--- src/rtl/key_debounce_pkg.sv ---
`default_nettype none
// ============================================================================
//  Module      : key_debounce_pkg
//  Description : Shared definitions for the key debouncer: per-channel FSM
//                state encoding and the default debounce interval
//                (20 ms at 50 MHz).
//  Revision    : 1.0 - initial release
// ============================================================================
package key_debounce_pkg;

    typedef enum logic [1:0] {
        ST_REL   = 2'd0,    // released, idle
        ST_CHK_P = 2'd1,    // qualifying a press
        ST_PRS   = 2'd2,    // pressed, idle
        ST_CHK_R = 2'd3     // qualifying a release
    } key_state_t;

    localparam int DEB_CNT_DEFAULT = 1_000_000;

endpackage : key_debounce_pkg
`default_nettype wire

--- src/rtl/key_debounce_ch.sv ---
`default_nettype none
// ============================================================================
//  Module      : key_debounce_ch
//  Description : One key channel: 2-flop synchroniser, stability counter and
//                4-state debounce FSM. Produces a registered active-high
//                level and one-cycle press (and optionally release) pulses.
//  Ports       : clk         - system clock
//                rst_n       - asynchronous active-low reset
//                key_n       - raw key, active-low, asynchronous
//                key_level   - debounced level, 1 = pressed
//                key_press   - one-cycle pulse on accepted press
//                key_release - one-cycle pulse on accepted release
//                              (present only with KEY_RELEASE_PULSE_EN)
//  Config      : KEY_RELEASE_PULSE_EN - enables the release pulse output
//  Revision    : 1.0 - initial release
// ============================================================================
module key_debounce_ch
    import key_debounce_pkg::*;
#(
    parameter int DEB_CNT = DEB_CNT_DEFAULT
) (
    input  logic clk,
    input  logic rst_n,
    input  logic key_n,
    output logic key_level,
    output logic key_press
`ifdef KEY_RELEASE_PULSE_EN
    ,
    output logic key_release
`endif
);

    localparam int                 c_cnt_w    = $clog2(DEB_CNT);
    localparam logic [c_cnt_w-1:0] c_cnt_last = c_cnt_w'(DEB_CNT - 1);
    localparam logic [c_cnt_w-1:0] c_cnt_one  = c_cnt_w'(1);

    logic               r_sync1;
    logic               r_sync2;
    logic               w_key_sync;
    key_state_t         r_state;
    logic [c_cnt_w-1:0] r_cnt;

    // Flops reset to 1 so a released key reads as released from reset on.
    always_ff @(posedge clk or negedge rst_n) begin
        if (!rst_n) begin
            r_sync1 <= 1'b1;
            r_sync2 <= 1'b1;
        end else begin
            r_sync1 <= key_n;
            r_sync2 <= r_sync1;
        end
    end

    assign w_key_sync = ~r_sync2;

    // The counter is cleared on every exit from a CHK state, so it never
    // needs to count past DEB_CNT-1 and cannot wrap.
    always_ff @(posedge clk or negedge rst_n) begin
        if (!rst_n) begin
            r_state     <= ST_REL;
            r_cnt       <= '0;
            key_level   <= 1'b0;
            key_press   <= 1'b0;
`ifdef KEY_RELEASE_PULSE_EN
            key_release <= 1'b0;
`endif
        end else begin
            key_press   <= 1'b0;
`ifdef KEY_RELEASE_PULSE_EN
            key_release <= 1'b0;
`endif
            case (r_state)
                ST_REL: begin
                    if (w_key_sync) begin
                        r_state <= ST_CHK_P;
                        r_cnt   <= c_cnt_one;
                    end
                end
                ST_CHK_P: begin
                    if (!w_key_sync) begin
                        r_state <= ST_REL;
                        r_cnt   <= '0;
                    end else if (r_cnt == c_cnt_last) begin
                        r_state   <= ST_PRS;
                        r_cnt     <= '0;
                        key_level <= 1'b1;
                        key_press <= 1'b1;
                    end else begin
                        r_cnt <= r_cnt + c_cnt_one;
                    end
                end
                ST_PRS: begin
                    if (!w_key_sync) begin
                        r_state <= ST_CHK_R;
                        r_cnt   <= c_cnt_one;
                    end
                end
                ST_CHK_R: begin
                    if (w_key_sync) begin
                        r_state <= ST_PRS;
                        r_cnt   <= '0;
                    end else if (r_cnt == c_cnt_last) begin
                        r_state   <= ST_REL;
                        r_cnt     <= '0;
                        key_level <= 1'b0;
`ifdef KEY_RELEASE_PULSE_EN
                        key_release <= 1'b1;
`endif
                    end else begin
                        r_cnt <= r_cnt + c_cnt_one;
                    end
                end
                default: begin
                    r_state <= ST_REL;
                    r_cnt   <= '0;
                end
            endcase
        end
    end

endmodule : key_debounce_ch
`default_nettype wire

--- src/rtl/key_debounce.sv ---
`default_nettype none
// ============================================================================
//  Module      : key_debounce
//  Description : Multi-channel push-button synchroniser and debouncer.
//                Each active-low asynchronous key is synchronised and
//                filtered independently into a clean active-high level plus
//                one-cycle press (and optionally release) pulses.
//  Ports       : clk         - system clock
//                rst_n       - asynchronous active-low reset
//                key_n       - [KEY_NUM] raw keys, active-low
//                key_level   - [KEY_NUM] debounced levels, 1 = pressed
//                key_press   - [KEY_NUM] press pulses
//                key_release - [KEY_NUM] release pulses
//                              (present only with KEY_RELEASE_PULSE_EN)
//  Config      : KEY_RELEASE_PULSE_EN - enables the release pulse outputs
//  Revision    : 1.0 - initial release
// ============================================================================
module key_debounce
    import key_debounce_pkg::*;
#(
    parameter int KEY_NUM = 2,
    parameter int DEB_CNT = DEB_CNT_DEFAULT
) (
    input  logic               clk,
    input  logic               rst_n,
    input  logic [KEY_NUM-1:0] key_n,
    output logic [KEY_NUM-1:0] key_level,
    output logic [KEY_NUM-1:0] key_press
`ifdef KEY_RELEASE_PULSE_EN
    ,
    output logic [KEY_NUM-1:0] key_release
`endif
);

    for (genvar gi = 0; gi < KEY_NUM; gi++) begin : g_ch
        key_debounce_ch #(
            .DEB_CNT (DEB_CNT)
        ) u_ch (
            .clk         (clk),
            .rst_n       (rst_n),
            .key_n       (key_n[gi]),
            .key_level   (key_level[gi]),
            .key_press   (key_press[gi])
`ifdef KEY_RELEASE_PULSE_EN
            ,
            .key_release (key_release[gi])
`endif
        );
    end

endmodule : key_debounce
`default_nettype wire

--- config.mk ---
export PLATFORM = sky130hd
export DESIGN_NAME = key_debounce
export DESIGN_NICKNAME = d
export VERILOG_FILES = /design/src/rtl/key_debounce_pkg.sv /design/src/rtl/key_debounce_ch.sv /design/src/rtl/key_debounce.sv
export SDC_FILE = /design/constraint.sdc
export NUM_CORES = 1
export LEC_CHECK = 0
export ABC_CLOCK_PERIOD_IN_PS = 3400
export CAP_MARGIN = 0
export CORE_ASPECT_RATIO = 0.7
export CORE_MARGIN = 3
export CORE_UTILIZATION = 30
export CTS_CLUSTER_SIZE = 25
export DETAILED_ROUTE_END_ITERATION = 7
export PLACE_DENSITY_LB_ADDON = 0.25
export SYNTH_ARGS = -nofsm -noshare
export SYNTH_HDL_FRONTEND = slang
export SYNTH_SLANG_ARGS = --single-unit
--- constraint.sdc ---
create_clock -name clk -period 3.4 [get_ports clk]
set_clock_uncertainty 0.15 [all_clocks]
set_input_delay 0.68 -clock clk [delete_from_list [all_inputs] [get_ports clk]]
set_output_delay 0.68 -clock clk [all_outputs]
set_load 0.01 [all_outputs]
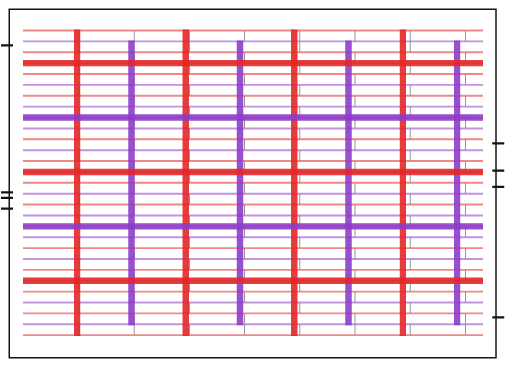
Fig. 1. Floorplan with the power grid.
Scale: 4 px per um. Pins as bars on the die edge. Tap cells in gray.
| color | net |
|---|---|
| purple | VDD |
| red | VSS |
met1 rails: 29
met5 straps: 5

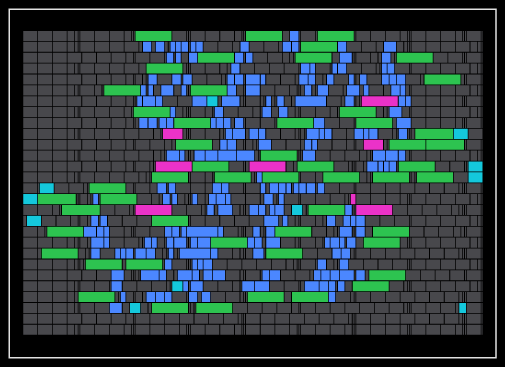
Fig. 2. Cells colored by class.
Scale: 4 px per um. Fill, decap, tap and diode cells in gray.
| color | class | cells | share of their area |
|---|---|---|---|
| cyan | other buffers and delay cells | 11 | 3.2% |
| blue | combinational and other logic | 223 | 47% |
| magenta | clock drivers and dummy loads | 8 | 5.3% |
| green | flops | 52 | 45% |

==> results.json <==
{
  "grt_pass1_vias": 2062,
  "htree_levels": 2,
  "grt.busiest_layer": "met1",
  "cts_made_buffers": 5,
  "crit_path_end": "g_ch[0].u_ch.r_cnt[4]$_DFFE_PN0P_",
  "preCtsSetupSlack_ns": 0.768,
  "flop_area_um2": 1310,
  "cp.arrival_ns": 2.74,
  "fin_util_pct": 35.2,
  "swShare_pct": 23.5,
  "grt_max_degree": 42,
  "fp.dieArea_um2": 10500,
  "cap_violations": 0,
  "timing.slew.headroom_pct": 20.7,
  "syn_inst": 294,
  "topCellsByArea": "dfrtp_1 (43%), a31oi_1 (5.8%), a21oi_1 (4.1%)",
  "fmax_mhz": 374,
  "critPathMaxFanout": 30,
  "start_kind": "flop",
  "hold_violations": 0,
  "cts_buffer_depth": 2,
  "clock_latency_ns": 0.29,
  "power.share.clock_pct": 41.6,
  "crit_start": "g_ch[0].u_ch.r_cnt[0]$_DFFE_PN0P_",
  "combinationalPowerShare_pct": 6.7,
  "ys.warnings.count": 0,
  "avgRoutedWirePerCell_um": 14.7,
  "port_buffers": 7,
  "outcome": "finished, final reports clean",
  "worst_pin_slew_ns": 1.19,
  "worstRegToRegCells": 7,
  "cts_setup_buffers": 0,
  "drcViolationCount": 0,
  "p_seq_share_pct": 51.7,
  "syn-cell-area_um2": 2790,
  "r2r-start": "g_ch[0].u_ch.r_cnt[0]$_DFFE_PN0P_",
  "p_sw_uw": 302,
  "ys_seq_share_pct": 46.8,
  "area_growth_pct": 10.3,
  "postRouteAntennaNets": 0,
  "antennaDiodeCount": 0,
  "ir_drop_v": 0.000218,
  "ys_chip_area_um2": 2790,
  "tritoncts": "yes",
  "path_class": "reg -> reg",
  "num_vias": 2270,
  "via_per_inst": 5.48,
  "die_x_um": 121,
  "nFillCells": 883,
  "antenna_found_initial": 0,
  "whs_path_depth": 0,
  "fin_crit_ns": 2.68,
  "edf_count": 0,
  "common_cells": "dfrtp_1 (48), a31oi_1 (26), a21oi_1 (23), nand2_1 (23), nand3_1 (21)",
  "grtUsageTotal_pct": 12.5,
  "synth_stat.cells": 294,
  "syn_area_per_cell_um2": 9.50,
  "period_used_pct": 78.7,
  "comb_area_um2": 1340,
  "p_leak_nw": 1.28,
  "synth.top_cell.area_share_pct": 43.0,
  "grt_pass1_wl_um": 10500,
  "met1_usage_pct": 20.0,
  "warnings": 26,
  "postCtsHoldBufs": 0
}
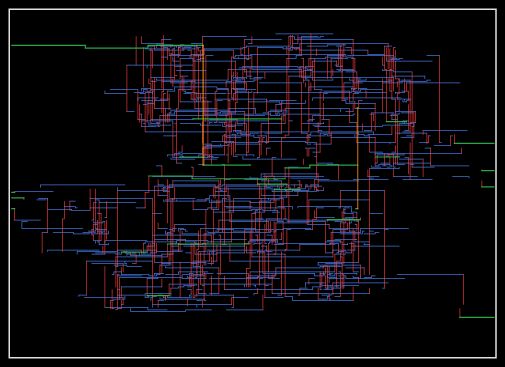
Fig. 3. Metal layers overlaid.
Scale: 4 px per um.
| color | layer | wire length |
|---|---|---|
| red | metal 2 | 2250 um |
| green | metal 3 | 237 um |
| orange | metal 4 | 55.1 um |
| blue | metal 1 | 3530 um |

==> layer usage <==
layer	share of wire (%)	up-vias	routed length [um]
met1	58	1112	3530
met3	3.9	5	237
met2	37	36	2250
met4	0.91	0	55
li1	-	1117	-
met5	0	-	0
==> area by class of cell <==
class | instances | area share, %
multi-input combinational | 214 | 43.5
sequential | 52 | 42.4
clock buffer | 8 | 5.08
tap | 120 | 4.87
timing repair buffer | 11 | 3.09
inverter | 9 | 1.10
==> power by group through the flow <==
stage	Clock [mW]	Sequential (mW)	Combinational (mW)
after floorplan	0	0.661	0.0737
after global placement	0	0.675	0.0859
after detailed placement	0	0.675	0.0865
after CTS	0.553	0.664	0.0867
after global routing	0.574	0.669	0.0998
final	0.535	0.664	0.0856
==> per-stage QoR <==
stage | total power, mW | cell area [um^2]
after floorplan | 0.735 | 2790
after global placement | 0.761 | 2930
after detailed placement | 0.762 | 2930
after CTS | 1.30 | 3080
after global routing | 1.34 | 3080
final | 1.28 | 3080
==> worst min-delay path by stage <==
stage,start,endpoint
after floorplan,g_ch[0].u_ch.r_sync1$_DFF_PN1_,g_ch[0].u_ch.r_sync2$_DFF_PN1_
after global placement,g_ch[0].u_ch.r_sync1$_DFF_PN1_,g_ch[0].u_ch.r_sync2$_DFF_PN1_
after detailed placement,g_ch[0].u_ch.r_sync1$_DFF_PN1_,g_ch[0].u_ch.r_sync2$_DFF_PN1_
after CTS,g_ch[0].u_ch.r_sync1$_DFF_PN1_,g_ch[0].u_ch.r_sync2$_DFF_PN1_
after global routing,g_ch[0].u_ch.r_sync1$_DFF_PN1_,g_ch[0].u_ch.r_sync2$_DFF_PN1_
final,g_ch[0].u_ch.r_sync1$_DFF_PN1_,g_ch[0].u_ch.r_sync2$_DFF_PN1_
==> state kept, by name, indices dropped and copies added, names as in the netlist, named ones only <==
name	flops
g_ch.u_ch.r_sync1	2
g_ch.u_ch.key_level	2
g_ch.u_ch.key_press	2
g_ch.u_ch.r_cnt	40
g_ch.u_ch.r_state	2
g_ch.u_ch.r_sync2	2
==> critical path: stages (launching register included) <==
cell	delay [ns]
dfrtp_1	0.43
ha_1	0.29
nand3_2	0.15
nor4_4	0.07
a21oi_2	0.93
buf_4	0.30
a41oi_1	0.12
a31oi_1	0.15
==> placed cells by master (no fill, tap or decap), drive strengths merged, types with 3 or more instances in the layout <==
cell type,count
mux2i,3
nand2b,5
nor4,9
clkdlybuf4s50,6
nand2,23
dfrtp,48
and3,4
nand3,22
a21o,5
or2,3
nand3b,3
dfstp,4
and2,3
a31oi,26
inv,9
a22o,5
nor2,19
a21oi,25
nand4,13
and4,3
clkbuf,8
nor3,3
buf,5
a41oi,6
o21ai,14
==> cells by family (layout without fill, tap and decap cells) <==
group | Yosys count | count (layout) | share of synthesized area, %
flops | 52 | 52 | 46.8
mux | 3 | 3 | 1.08
simple gates | 115 | 115 | 24.1
compound gates | 92 | 92 | 21.3
fa+ha+maj | 2 | 2 | 0.896
xor+xnor | 2 | 2 | 0.627
buf+inv | 28 | 28 | 5.24
No activity file was given, so power comes from the tool's default toggle rates.
